Sequential cells grouped by signal name:
Other sequential cells in the stronger gray, the rest of the logic in the fainter gray.
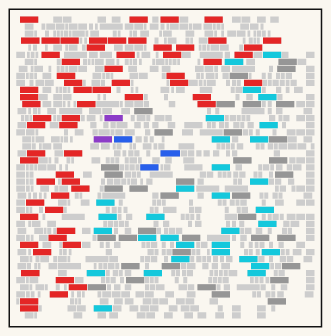
Routing congestion:
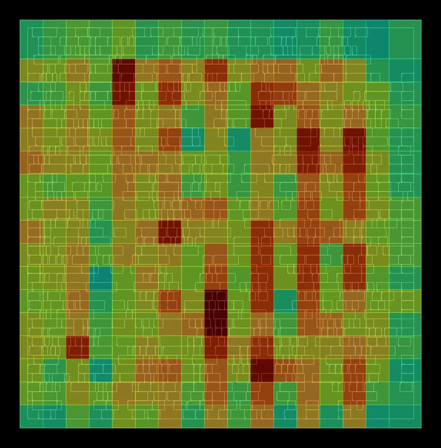
Routed metal, one color a layer:
Only two layers are drawn.
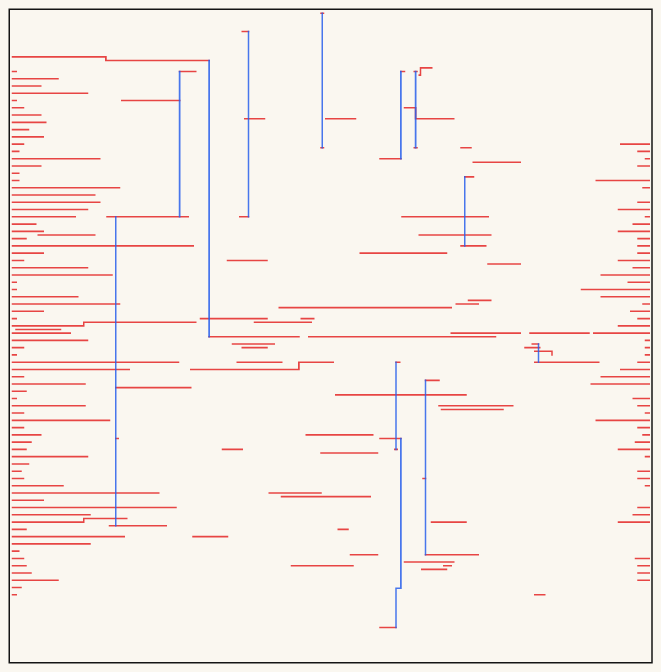
===== src/rtl/cache_wb_pkg.sv =====
`default_nettype none
// ============================================================================
// Module      : cache_wb_pkg
// Description : Shared types and default widths for the cache writeback
//               sequencer. The optional wb_ready watchdog is compiled in by
//               defining CACHE_WB_TIMEOUT_EN.
// Revision    : 1.0 - initial release
// ============================================================================
package cache_wb_pkg;

    localparam int CWB_ADDR_W      = 32;
    localparam int CWB_DATA_W      = 64;
    localparam int CWB_LINE_BEATS  = 4;
    localparam int CWB_TIMEOUT_CYC = 256;

    typedef enum logic [2:0] {
        S_IDLE = 3'd0,
        S_RD   = 3'd1,
        S_WAIT = 3'd2,
        S_SEND = 3'd3,
        S_DONE = 3'd4
    } wb_state_e;

    // Pending writeback request; the address field is sized by CWB_ADDR_W,
    // so the sequencer's ADDR_W is expected to match it.
    typedef struct packed {
        logic [CWB_ADDR_W-1:0] addr;
        logic                  valid;
    } wb_req_t;

endpackage : cache_wb_pkg
`default_nettype wire


===== src/rtl/cache_wb_pend_buf.sv =====
`default_nettype none
// ============================================================================
// Module      : cache_wb_pend_buf
// Description : One-entry holding register for a snoop hit-modified that
//               arrives while a line is already being written back.
// Revision    : 1.0 - initial release
// ============================================================================
module cache_wb_pend_buf
    import cache_wb_pkg::*;
(
    input  logic                  clk,
    input  logic                  reset,
    input  logic                  load,
    input  logic [CWB_ADDR_W-1:0] load_addr,
    input  logic                  pop,
    output logic                  full,
    output logic [CWB_ADDR_W-1:0] addr
);

    wb_req_t r_entry;

    // Load has priority; the sequencer never loads and pops in the same cycle.
    always_ff @(posedge clk) begin
        if (reset) begin
            r_entry <= '0;
        end else if (load) begin
            r_entry.addr  <= load_addr;
            r_entry.valid <= 1'b1;
        end else if (pop) begin
            r_entry.valid <= 1'b0;
        end
    end

    assign full = r_entry.valid;
    assign addr = r_entry.addr;

endmodule : cache_wb_pend_buf
`default_nettype wire


===== src/rtl/cache_wb_sequencer.sv =====
`default_nettype none
// ============================================================================
// Module      : cache_wb_sequencer
// Description : On a snoop hit to a modified line, reads the line from the
//               data array beat by beat and streams it onto the memory-side
//               writeback bus (valid/ready). Stalls the core while active.
//               Define CACHE_WB_TIMEOUT_EN to enable the wb_ready watchdog.
// Revision    : 1.0 - initial release
// ============================================================================
module cache_wb_sequencer
    import cache_wb_pkg::*;
#(
    parameter int ADDR_W      = CWB_ADDR_W,
    parameter int DATA_W      = CWB_DATA_W,
    parameter int LINE_BEATS  = CWB_LINE_BEATS,
    parameter int TIMEOUT_CYC = CWB_TIMEOUT_CYC
) (
    input  logic                          clk,
    input  logic                          reset,
    input  logic                          snoop,
    input  logic                          hit_modified,
    input  logic [ADDR_W-1:0]             snoop_addr,
    input  logic                          fetch,
    input  logic                          rd,
    input  logic                          wr,
    output logic                          core_stall,
    output logic                          snoop_retry,
    output logic                          writeback,
    output logic                          arr_rd_en,
    output logic [ADDR_W-1:0]             arr_addr,
    output logic [$clog2(LINE_BEATS)-1:0] arr_beat,
    input  logic [DATA_W-1:0]             arr_rdata,
    output logic                          wb_valid,
    input  logic                          wb_ready,
    output logic [ADDR_W-1:0]             wb_addr,
    output logic [DATA_W-1:0]             wb_data,
    output logic                          wb_last,
    output logic                          wb_err
);

    localparam int               BEAT_W = $clog2(LINE_BEATS);
    localparam logic [BEAT_W-1:0] C_LAST_BEAT = BEAT_W'(LINE_BEATS - 1);

    wb_state_e          r_state;
    logic [ADDR_W-1:0]  r_addr;
    logic [BEAT_W-1:0]  r_beat;

    logic               w_snoop_hm;
    logic               w_busy;
    logic               w_pend_load;
    logic               w_pend_pop;
    logic               w_pend_full;
    logic [ADDR_W-1:0]  w_pend_addr;

    // Core requests are simply held off by core_stall; their values never
    // influence the sequencer.
    logic               w_unused_core_req;
    assign w_unused_core_req = fetch | rd | wr;

    assign w_snoop_hm  = snoop && hit_modified;
    assign w_busy      = (r_state != S_IDLE);
    // A hit arriving in DONE with an empty buffer is started directly from
    // DONE, so the buffer only ever fills while RD/WAIT/SEND are active.
    assign w_pend_load = w_snoop_hm && w_busy && !w_pend_full && (r_state != S_DONE);
    assign w_pend_pop  = (r_state == S_DONE) && w_pend_full;
    assign snoop_retry = w_snoop_hm && w_busy && w_pend_full;

    assign core_stall  = writeback;
    assign arr_addr    = r_addr;
    assign arr_beat    = r_beat;
    assign wb_addr     = r_addr;

    cache_wb_pend_buf u_pend_buf (
        .clk       (clk),
        .reset     (reset),
        .load      (w_pend_load),
        .load_addr (snoop_addr),
        .pop       (w_pend_pop),
        .full      (w_pend_full),
        .addr      (w_pend_addr)
    );

`ifdef CACHE_WB_TIMEOUT_EN
    localparam int TMO_W = $clog2(TIMEOUT_CYC + 1);
    logic [TMO_W-1:0] r_tmo_cnt;
`else
    localparam int C_UNUSED_TMO = TIMEOUT_CYC;
`endif

    // Writeback FSM; every bus/array output is registered here.
    always_ff @(posedge clk) begin
        if (reset) begin
            r_state   <= S_IDLE;
            r_addr    <= '0;
            r_beat    <= '0;
            writeback <= 1'b0;
            arr_rd_en <= 1'b0;
            wb_valid  <= 1'b0;
            wb_data   <= '0;
            wb_last   <= 1'b0;
            wb_err    <= 1'b0;
`ifdef CACHE_WB_TIMEOUT_EN
            r_tmo_cnt <= '0;
`endif
        end else begin
            wb_err <= 1'b0;
            case (r_state)
                S_IDLE: begin
                    if (w_snoop_hm) begin
                        r_addr    <= snoop_addr;
                        r_beat    <= '0;
                        arr_rd_en <= 1'b1;
                        writeback <= 1'b1;
                        r_state   <= S_RD;
                    end
                end
                S_RD: begin
                    arr_rd_en <= 1'b0;
                    r_state   <= S_WAIT;
                end
                S_WAIT: begin
                    wb_data  <= arr_rdata;
                    wb_last  <= (r_beat == C_LAST_BEAT);
                    wb_valid <= 1'b1;
                    r_state  <= S_SEND;
                end
                S_SEND: begin
                    if (wb_ready) begin
                        wb_valid <= 1'b0;
                        wb_last  <= 1'b0;
`ifdef CACHE_WB_TIMEOUT_EN
                        r_tmo_cnt <= '0;
`endif
                        if (r_beat == C_LAST_BEAT) begin
                            r_beat  <= '0;
                            r_state <= S_DONE;
                        end else begin
                            r_beat    <= r_beat + 1'b1;
                            arr_rd_en <= 1'b1;
                            r_state   <= S_RD;
                        end
`ifdef CACHE_WB_TIMEOUT_EN
                    end else if (r_tmo_cnt == TMO_W'(TIMEOUT_CYC - 1)) begin
                        // Bus has stalled too long: abandon the rest of the line.
                        wb_err    <= 1'b1;
                        wb_valid  <= 1'b0;
                        wb_last   <= 1'b0;
                        r_beat    <= '0;
                        r_tmo_cnt <= '0;
                        r_state   <= S_DONE;
                    end else begin
                        r_tmo_cnt <= r_tmo_cnt + 1'b1;
`endif
                    end
                end
                S_DONE: begin
                    // Keep writeback high across back-to-back lines.
                    if (w_pend_full) begin
                        r_addr    <= w_pend_addr;
                        arr_rd_en <= 1'b1;
                        r_state   <= S_RD;
                    end else if (w_snoop_hm) begin
                        r_addr    <= snoop_addr;
                        arr_rd_en <= 1'b1;
                        r_state   <= S_RD;
                    end else begin
                        writeback <= 1'b0;
                        r_state   <= S_IDLE;
                    end
                end
                default: begin
                    r_state   <= S_IDLE;
                    writeback <= 1'b0;
                    arr_rd_en <= 1'b0;
                    wb_valid  <= 1'b0;
                    wb_last   <= 1'b0;
                end
            endcase
        end
    end

endmodule : cache_wb_sequencer
`default_nettype wire


===== config.mk =====
export PLATFORM = sky130hd
export DESIGN_NAME = cache_wb_sequencer
export DESIGN_NICKNAME = d
export VERILOG_FILES = /design/src/rtl/cache_wb_pkg.sv /design/src/rtl/cache_wb_pend_buf.sv /design/src/rtl/cache_wb_sequencer.sv
export SDC_FILE = /design/constraint.sdc
export NUM_CORES = 1
export LEC_CHECK = 0
export ABC_AREA = 0
export CAP_MARGIN = 20
export CORE_AREA = 2 2 118 120
export DETAILED_ROUTE_END_ITERATION = 8
export DIE_AREA = 0 0 120 122
export HOLD_SLACK_MARGIN = 0.02
export PLACE_DENSITY_LB_ADDON = 0.12
export SLEW_MARGIN = 20
export SYNTH_ARGS = -nofsm -noshare
export SYNTH_HDL_FRONTEND = slang
export SYNTH_SLANG_ARGS = --single-unit

===== constraint.sdc =====
create_clock -name clk -period 2.3 [get_ports clk]
set_input_delay 0.46 -clock clk [delete_from_list [all_inputs] [get_ports clk]]
set_output_delay 0.46 -clock clk [all_outputs]
set_load 0.01 [all_outputs]

==> results.sh <==
# source this file to load flow results
export IMPL_syn_to_final_growth_pct=42.7
export IMPL_simple_gate_share_pct=17.1
export IMPL_status="finished clean"
export IMPL_hold_slack_ps=434
export IMPL_drcViolationCount=0
export IMPL_clk_pin_slew_ps=50
export IMPL_fillerInstances=1132
export IMPL_dr_max_layer_used="met4"
export IMPL_route_met2_wl_um=8940
export IMPL_clkPwrFrac_pct=39.6
export IMPL_reg2reg_depth=4
export IMPL_post_route_min_period_ps=2160
export IMPL_common_cells="138 x a21oi_1, 138 x dfxtp_1, 131 x nand2_1"
export IMPL_wl_um=18000
export IMPL_synth_adder_area_share_pct=0.204
export IMPL_grt_pass1_wl_um=28200
export IMPL_firstDrtPassIters=5
export IMPL_dominant_cells="sequential cells"
export IMPL_fin_util_pct=64.7
export IMPL_tightest_slew_ps=632
export IMPL_ff2ff_setup_slack_ps=710
export IMPL_drive_above_1_share_pct=6.24
export IMPL_timing_rr_start="r_state[1]"
export IMPL_ys_sh_xor_pct=0
export IMPL_lay_top_count="clkdlybuf4s50_1"
export IMPL_setup_tns_ps=0
export IMPL_dominant_power_group="sequential cells"
export IMPL_crit_cells=3
export IMPL_yosysWarnings=0
export IMPL_timing_worst_setup_path_type="reg -> out"
export IMPL_async_reset_ff_share_pct=0
export IMPL_diodes=0
export IMPL_ctsResizeCount=1
export IMPL_crit_buf_inv=1
export IMPL_routabilityCongestion=0.774
export IMPL_p_seq_share_pct=42.8
export IMPL_die_w_um=120
export IMPL_fin_crit_sh_pct=93.9
export IMPL_post_place_ws_ps=217
export IMPL_wl_met1_um=7250
export IMPL_nets=1026
export IMPL_antenna_left=0
export IMPL_post_drt_wl_per_cell_um=16.2
export IMPL_stdcell_count=1110
export IMPL_p_int_uw=4570
export IMPL_antenna_found_initial=0
export IMPL_vias=6041
export IMPL_endpoint_kind="primary output"
export IMPL_ys_seq_share_pct=45.1
export IMPL_yosysTopAreaCell="dfxtp_1"
export IMPL_power_switching_uw=1540
export IMPL_die_h_um=122
export IMPL_inverters=3
export IMPL_drt_iter0_markers=718
export IMPL_ios=241
export IMPL_ys_top_logic_family="AND-OR/OR-AND gates"
export IMPL_start_kind="flip-flop"
export IMPL_cts_root_buf="clkbuf_16"
export IMPL_setup_viol=0
export IMPL_warnings=29
export IMPL_dieArea_um2=14600
export IMPL_total_power_uw=6110
export IMPL_grt_max_degree=70
export IMPL_detail_route_vias_per_cell=5.44
export IMPL_muxShareOfSynthArea_pct=0.347
export IMPL_arrival_ps=1700
export IMPL_startpoint="r_state[1]"
export IMPL_grt_usage_pct=24.0
export IMPL_syn_area_um2=6120
export IMPL_comb_area_um2=2690
export IMPL_holdPathEnd="wb_data[1]"
export IMPL_wl_met3_um=1440
export IMPL_crit_chain="nor2_1 -> a21oi_1 -> clkdlybuf4s50_1"
export IMPL_pg_comb_uw=1070
export IMPL_flops=138
export IMPL_cp_max_fo=9
export IMPL_yosys_area_share_aoi_pct=26.1
export IMPL_buf_share_pct=28.9
export IMPL_core_area_um2=13500
export IMPL_cp_slowest_cell="clkdlybuf4s50_1"
export IMPL_dp_cells=1081
export IMPL_signal_buffers=257
export IMPL_crit_path_end="snoop_retry"
export IMPL_port_buffers=236
export IMPL_cts_buffer_depth=2
export IMPL_place_area_um2=8200
export IMPL_sh_seq_area_pct=31.6
export IMPL_fmax_mhz=463
export IMPL_relSlewSlack_pct=57.9
export IMPL_whs_path_depth=2
Back to the opening pictures, 'sequential cells grouped by signal name':
Key: cyan = u_pend_buf.addr [placed flops 32]; purple = arr_beat [placed flops 2]; blue = r_state [placed flops 3]; red = wb_data [placed flops 64]
sequential power: 2610 uW
register area: 2760 um^2

Back to the opening pictures, 'routing congestion':
GRT busiest layer: met2
Global Route met2 Usage: 39.7%
met1 Usage GRT: 28.5%

Back to the opening pictures, 'routed metal, one color a layer':
Key: red = M3 [wire length 1440 um]; blue = M4 [wire length 329 um]

No activity file was given, so power comes from the tool's default toggle rates.
